**The metal 1 layer**

The bar under the picture is 20 um long. Cells faint in the background.
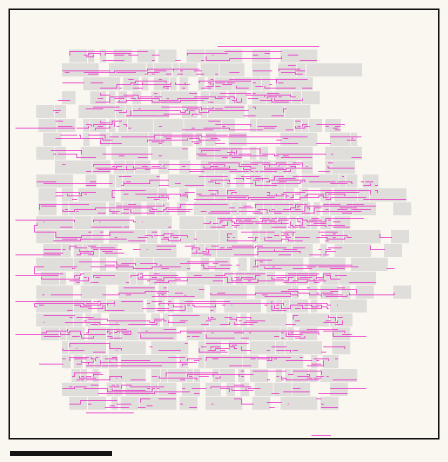
**Met2 routing**

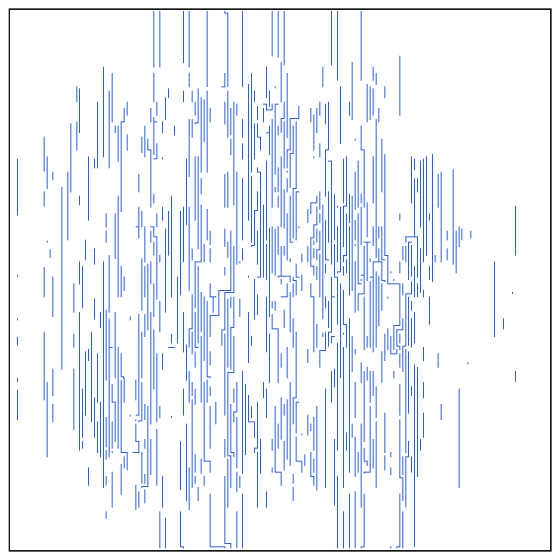
**The metal 3 layer**

The bar under the picture is 20 um long.
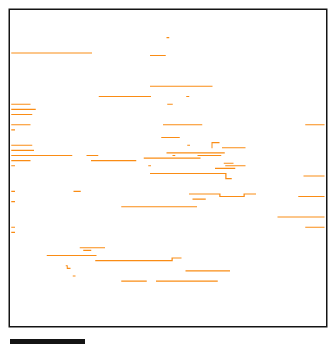
**Metal 4**

The bar under the picture is 20 um long.
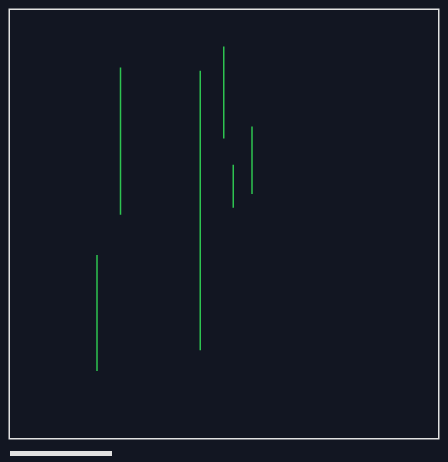
==> config.mk <==
export PLATFORM = sky130hd
export DESIGN_NAME = spi_config_slave
export DESIGN_NICKNAME = d
export VERILOG_FILES = /design/src/rtl/spi_cfg_pkg.sv /design/src/rtl/spi_slv_sync.sv /design/src/rtl/spi_config_slave.sv
export SDC_FILE = /design/constraint.sdc
export NUM_CORES = 1
export LEC_CHECK = 0
export CORE_MARGIN = 5
export CORE_UTILIZATION = 57
export DETAILED_ROUTE_END_ITERATION = 16
export MAX_ROUTING_LAYER = met4
export PLACE_DENSITY = 0.89
export SLEW_MARGIN = 20
export SYNTH_ARGS = -nofsm -noshare
export SYNTH_HDL_FRONTEND = slang
export SYNTH_HIERARCHICAL = 1
export SYNTH_SLANG_ARGS = --single-unit
==> constraint.sdc <==
create_clock -name clk -period 4.1 [get_ports clk]
set_input_delay 0.615 -clock clk [delete_from_list [all_inputs] [get_ports clk]]
set_output_delay 0.615 -clock clk [all_outputs]
set_load 0.1 [all_outputs]
==> src/rtl/spi_cfg_pkg.sv <==
// spi_cfg_pkg: shared state encoding and field widths for the SPI config slave
package spi_cfg_pkg;
  typedef enum logic [2:0] {S_IDLE, S_ADDR, S_RDREQ, S_DATA, S_HOLD} state_t;
  localparam logic RW_READ = 1'b1;
  localparam int ADDR_W = 15;
  localparam int DATA_W = 8;
endpackage

==> src/rtl/spi_slv_sync.sv <==
// spi_slv_sync: clk-domain synchronizers for CE/SCLK/SDI with edge pulses for CE and SCLK
module spi_slv_sync #(
  parameter int SYNC_STAGES = 2
) (
  input  logic clk,
  input  logic rst_n,
  input  logic i_ce,
  input  logic i_sclk,
  input  logic i_sdi,
  output logic o_ce_s,
  output logic o_ce_rise,
  output logic o_ce_fall,
  output logic o_sclk_rise,
  output logic o_sclk_fall,
  output logic o_sdi
);
  logic [SYNC_STAGES-1:0] r_ce, r_sclk, r_sdi;
  logic r_ce_d, r_sclk_d;
  logic w_sclk_s;
  // CE resets to its idle-high level so reset release never looks like a frame start
  always_ff @(posedge clk)
    if (!rst_n) begin
      r_ce     <= '1;
      r_sclk   <= '0;
      r_sdi    <= '0;
      r_ce_d   <= 1'b1;
      r_sclk_d <= 1'b0;
    end else begin
      r_ce     <= {r_ce[SYNC_STAGES-2:0], i_ce};
      r_sclk   <= {r_sclk[SYNC_STAGES-2:0], i_sclk};
      r_sdi    <= {r_sdi[SYNC_STAGES-2:0], i_sdi};
      r_ce_d   <= r_ce[SYNC_STAGES-1];
      r_sclk_d <= r_sclk[SYNC_STAGES-1];
    end
  assign o_ce_s      = r_ce[SYNC_STAGES-1];
  assign o_ce_rise   = o_ce_s & ~r_ce_d;
  assign o_ce_fall   = ~o_ce_s & r_ce_d;
  assign w_sclk_s    = r_sclk[SYNC_STAGES-1];
  assign o_sclk_rise = w_sclk_s & ~r_sclk_d;
  assign o_sclk_fall = ~w_sclk_s & r_sclk_d;
  assign o_sdi       = r_sdi[SYNC_STAGES-1];
endmodule

==> src/rtl/spi_config_slave.sv <==
// spi_config_slave: oversampled SPI config-bus responder (R/W + 8/16-bit address + data byte).
// Define SPI_SLV_STREAM_EN for multi-byte frames with address auto-increment.
module spi_config_slave
  import spi_cfg_pkg::*;
#(
  parameter int SYNC_STAGES = 2,
  parameter int RD_LAT      = 1
) (
  input  logic              clk,
  input  logic              rst_n,
  input  logic              cpol,
  input  logic              cpha,
  input  logic              three_wire,
  input  logic              addr_2byte,
  input  logic              spi_ce,
  input  logic              spi_sclk,
  input  logic              spi_sdio_i,
  output logic              spi_sdio_o,
  output logic              spi_sdio_oe,
  output logic              spi_sdo,
  output logic              spi_sdo_oe,
  output logic [ADDR_W-1:0] reg_addr,
  output logic [DATA_W-1:0] reg_wdata,
  output logic              reg_wr,
  output logic              reg_rd,
  input  logic [DATA_W-1:0] reg_rdata,
  output logic              busy,
  output logic              frame_err
);
  state_t r_state;
  logic [3:0] r_cnt;
  logic [14:0] r_sh;
  logic [DATA_W-1:0] r_tx, r_wdata;
  logic [ADDR_W-1:0] r_addr;
  logic [1:0] r_lat;
  logic r_rw, r_cpol, r_cpha, r_3w, r_a2, r_pend;
  logic r_out, r_sdio_oe, r_sdo_oe, r_wr, r_rd, r_busy, r_ferr;
  logic w_ce_s, w_ce_rise, w_ce_fall, w_sclk_rise, w_sclk_fall, w_sdi;
  logic w_lead, w_trail, w_samp, w_launch, w_acc, w_rw, w_wr_done, w_rd_ready;
  logic [15:0] w_word;
  logic [2:0] w_nb;
`ifdef SPI_SLV_STREAM_EN
  logic [DATA_W-1:0] r_pf;
  logic [ADDR_W-1:0] w_addr_inc;
  assign w_addr_inc = r_a2 ? r_addr + 15'd1 : {8'b0, r_addr[6:0] + 7'd1};
`endif
  spi_slv_sync #(.SYNC_STAGES(SYNC_STAGES)) u_sync (
    .clk(clk), .rst_n(rst_n), .i_ce(spi_ce), .i_sclk(spi_sclk), .i_sdi(spi_sdio_i),
    .o_ce_s(w_ce_s), .o_ce_rise(w_ce_rise), .o_ce_fall(w_ce_fall),
    .o_sclk_rise(w_sclk_rise), .o_sclk_fall(w_sclk_fall), .o_sdi(w_sdi)
  );
  assign w_lead     = r_cpol ? w_sclk_fall : w_sclk_rise;
  assign w_trail    = r_cpol ? w_sclk_rise : w_sclk_fall;
  assign w_samp     = r_cpha ? w_trail : w_lead;
  assign w_launch   = r_cpha ? w_lead : w_trail;
  assign w_acc      = w_samp & (r_state == S_ADDR || r_state == S_DATA);
  assign w_word     = {r_sh, w_sdi};
  assign w_rw       = r_a2 ? w_word[15] : w_word[7];
  assign w_wr_done  = w_acc & (r_state == S_DATA) & (r_cnt == 4'd7) & ~r_rw;
  // phases are whole bytes, so the in-phase count mod 8 is the frame bit count mod 8
  assign w_nb       = r_cnt[2:0] + {2'b0, w_acc};
  assign w_rd_ready = r_pend & (r_lat == 2'(RD_LAT));
  always_ff @(posedge clk)
    if (!rst_n) begin
      r_state   <= S_IDLE;
      r_cnt     <= '0;
      r_sh      <= '0;
      r_tx      <= '0;
      r_wdata   <= '0;
      r_addr    <= '0;
      r_lat     <= '0;
      {r_rw, r_cpol, r_cpha, r_3w, r_a2, r_pend} <= '0;
      {r_out, r_sdio_oe, r_sdo_oe, r_wr, r_rd, r_busy, r_ferr} <= '0;
`ifdef SPI_SLV_STREAM_EN
      r_pf      <= '0;
`endif
    end else begin
      r_busy <= ~w_ce_s;
      r_wr   <= 1'b0;
      r_rd   <= 1'b0;
      r_ferr <= 1'b0;
      if (r_pend) r_lat <= r_lat + 2'd1;
      if (w_ce_rise) begin
        r_state   <= S_IDLE;
        r_cnt     <= '0;
        r_pend    <= 1'b0;
        r_out     <= 1'b0;
        r_sdio_oe <= 1'b0;
        r_sdo_oe  <= 1'b0;
        r_ferr    <= w_nb != 3'd0;
        if (w_wr_done) begin
          r_wr    <= 1'b1;
          r_wdata <= w_word[7:0];
        end
      end else
        case (r_state)
          S_IDLE:
            if (w_ce_fall) begin
              {r_cpol, r_cpha, r_3w, r_a2} <= {cpol, cpha, three_wire, addr_2byte};
              r_cnt   <= '0;
              r_state <= S_ADDR;
            end
          S_ADDR:
            if (w_samp) begin
              r_sh  <= w_word[14:0];
              r_cnt <= r_cnt + 4'd1;
              if (r_cnt == (r_a2 ? 4'd15 : 4'd7)) begin
                r_cnt   <= '0;
                r_rw    <= w_rw;
                r_addr  <= r_a2 ? w_word[14:0] : {8'b0, w_word[6:0]};
                r_state <= (w_rw == RW_READ) ? S_RDREQ : S_DATA;
                r_rd    <= w_rw == RW_READ;
                r_pend  <= w_rw == RW_READ;
                r_lat   <= '0;
              end
            end
          S_RDREQ:
            if (w_rd_ready) begin
              r_pend    <= 1'b0;
              r_tx      <= reg_rdata;
              r_out     <= reg_rdata[7];
              r_sdio_oe <= r_3w;
              r_sdo_oe  <= ~r_3w;
              r_state   <= S_DATA;
            end
          S_DATA: begin
            // bit7 is already on the line before the first data sample, so only shift after one
            if (w_launch && r_rw && r_cnt != 4'd0) begin
              r_tx  <= {r_tx[6:0], 1'b0};
              r_out <= r_tx[6];
            end
`ifdef SPI_SLV_STREAM_EN
            if (r_wr) r_addr <= w_addr_inc;
            if (w_rd_ready) begin
              r_pend <= 1'b0;
              r_pf   <= reg_rdata;
            end
`endif
            if (w_samp) begin
              r_sh  <= w_word[14:0];
              r_cnt <= r_cnt + 4'd1;
`ifdef SPI_SLV_STREAM_EN
              if (r_rw && r_cnt == 4'd6) begin
                r_rd   <= 1'b1;
                r_pend <= 1'b1;
                r_lat  <= '0;
                r_addr <= w_addr_inc;
              end
`endif
              if (r_cnt == 4'd7) begin
                r_cnt <= '0;
                if (!r_rw) begin
                  r_wr    <= 1'b1;
                  r_wdata <= w_word[7:0];
                end
`ifdef SPI_SLV_STREAM_EN
                if (r_rw) begin
                  r_tx  <= r_pf;
                  r_out <= r_pf[7];
                end
`else
                r_state <= S_HOLD;
`endif
              end
            end
          end
          default: ;
        endcase
    end
  assign spi_sdio_o  = r_out;
  assign spi_sdo     = r_out;
  assign spi_sdio_oe = r_sdio_oe;
  assign spi_sdo_oe  = r_sdo_oe;
  assign reg_addr    = r_addr;
  assign reg_wdata   = r_wdata;
  assign reg_wr      = r_wr;
  assign reg_rd      = r_rd;
  assign busy        = r_busy;
  assign frame_err   = r_ferr;
endmodule

==> results_slide.txt <==
Run Summary

Yosys
  – Number of enable flip-flop cells: 0
  – Top cell area share: between 40% and 50%
  – Area fraction in xor and xnor cells: 1.652%
  – Most common cell in the netlist: dfxtp_1
  – Dominant comb cell: simple AND/OR/NAND/NOR gates
  – Flops after synth: approximately 75
  – Mapped Area: 3105 sq um
  – AO/OA Area Share: 13.94%
  – Cells after Synth: ~340
  – Largest cells by area after synthesis: dfxtp_1, mux2i_1, nand2_1
  – Main synth FF type: dfxtp_1
  – Cells in synth_stat.txt: 343

Clocking
  – Root buffer cell: clkbuf_8
  – Post-CTS setup buffer count: 0
  – CTS tree: done
  – Clk_lat worst skew: 350 ps
  – Clock Tree Buf Depth: 2
  – Cts hold-fix bufs: 0

Floorplanning
  – Die W: 83.81 um
  – Die Y: 83.81 um

Global route
  – Largest net degree at the start of global routing: approximately 46
  – Met1 GRT Util: 25.52%
  – GRT Max-Usage Layer: met2
  – GR Util met3: approximately 5.0%
  – GRT met2 Usage: 31.74%
  – GR Overflow Total: 0
  – Vias in the first global route: around 2500
  – Initial antenna violation count: 0
  – First-pass GRT wire length: 11.64 mm

Final layout
  – Nets: 405
  – Ant. Diodes: 0

Critical path
  – CP max stage delay: around 1200 ps
  – Crit path to: reg_wdata[5]
  – FF-to-FF End: r_tx[6]
  – Slowest-stage cell, CP: clkdlybuf4s50_1
  – CP Class: flop to output port
  – Critical Path Sink Type: output port

Power
  – Cell-internal power: 1.100 mW
  – Max VDD drop: around 0.25 mV

Timing
  – F_max: about 400 MHz

Hold path
  – HP Start: u_sync/r_ce[0]
  – Hold WC Path Type: flop to flop

Routing
  – Routed wire length: 6.836 mm
  – Top Metal Used: met4
  – Total iterations of the first detailed-routing run: 4
  – Met1 WL: 2.924 mm
  – Vias: 2565
  – DR WL met3: 381 um

Place
  – HPWL after DPL: approximately 4.5 mm

Status
  – Status: complete, no violations
## Picture notes: 'the metal 1 layer'
The wires run mostly horizontal. The longest straight run is 27.1 um.

## Picture notes: 'met2 routing'
344 nets have wire on it. The wires run mostly vertical. The layer carries 3390 um of wire. The layer holds 50% of the routed length. The longest straight run is 35.0 um.

## Picture notes: 'the metal 3 layer'
40 nets have wire on it. The longest straight run is 21.2 um. The layer carries 381 um of wire. The layer holds 5.6% of the routed length.

## Picture notes: 'metal 4'
The layer carries 144 um of wire. The wires run mostly vertical. The layer holds 2.1% of the routed length. The longest straight run is 54.4 um.

[stage by stage]
stage	cell area [sq um]	setup slack, ps	util, %	hold slack [ps]	std cells
global placement	3572	1698	68.63	388.1	442
finish	3790	1598	72.81	413.6	458
detailed placement	3572	1617	68.63	398.0	442
CTS	3781	1579	72.64	416.9	458
global route	3790	1543	72.81	439.3	458
floorplan	3105	2111	-	386.3	343
[layout make-up]
cell class                 instances  area (sq um)
clock buffer                      11         131.4
clock inverter                     5         77.57
multi-input combinational        240          1473
inverter                           7         26.28
sequential                        75          1501
timing repair buffer              50         493.0
tap                               70         87.58
fill                             383          1415
[power groups by stage]
stage	Clock [mW]	Sequential [mW]	Combinational, mW
after floorplan	0	0.754	0.0319
after global placement	0	0.755	0.0557
after detailed placement	0	0.755	0.0565
after CTS	0.615	0.738	0.0570
after global routing	0.640	0.739	0.0625
final	0.608	0.738	0.0575
[layout by cell type, fill, tap and decap left out, types with 3 or more instances in the layout]
| cell type | synthesis | routed |
|---|---|---|
| mux2i_1 | 18 | 18 |
| o21ai_2 | 8 | 8 |
| a21oi_1 | 23 | 23 |
| nor3_1 | 8 | 8 |
| clkdlybuf4s50_1 | 0 | 47 |
| buf_4 | 4 | 3 |
| nor4_1 | 3 | 3 |
| nand3_1 | 22 | 22 |
| clkbuf_8 | 0 | 9 |
| nand2_1 | 48 | 48 |
| and2_1 | 6 | 6 |
| o21ai_0 | 12 | 12 |
| nand2b_1 | 8 | 8 |
| inv_1 | 5 | 5 |
| nand3b_1 | 4 | 4 |
| nor2_1 | 32 | 32 |
| ha_1 | 5 | 5 |
| dfxtp_1 | 75 | 75 |
| a311oi_1 | 6 | 6 |
| o21a_1 | 3 | 3 |
| nor2b_1 | 7 | 6 |
Power and IR drop assume default switching activity.
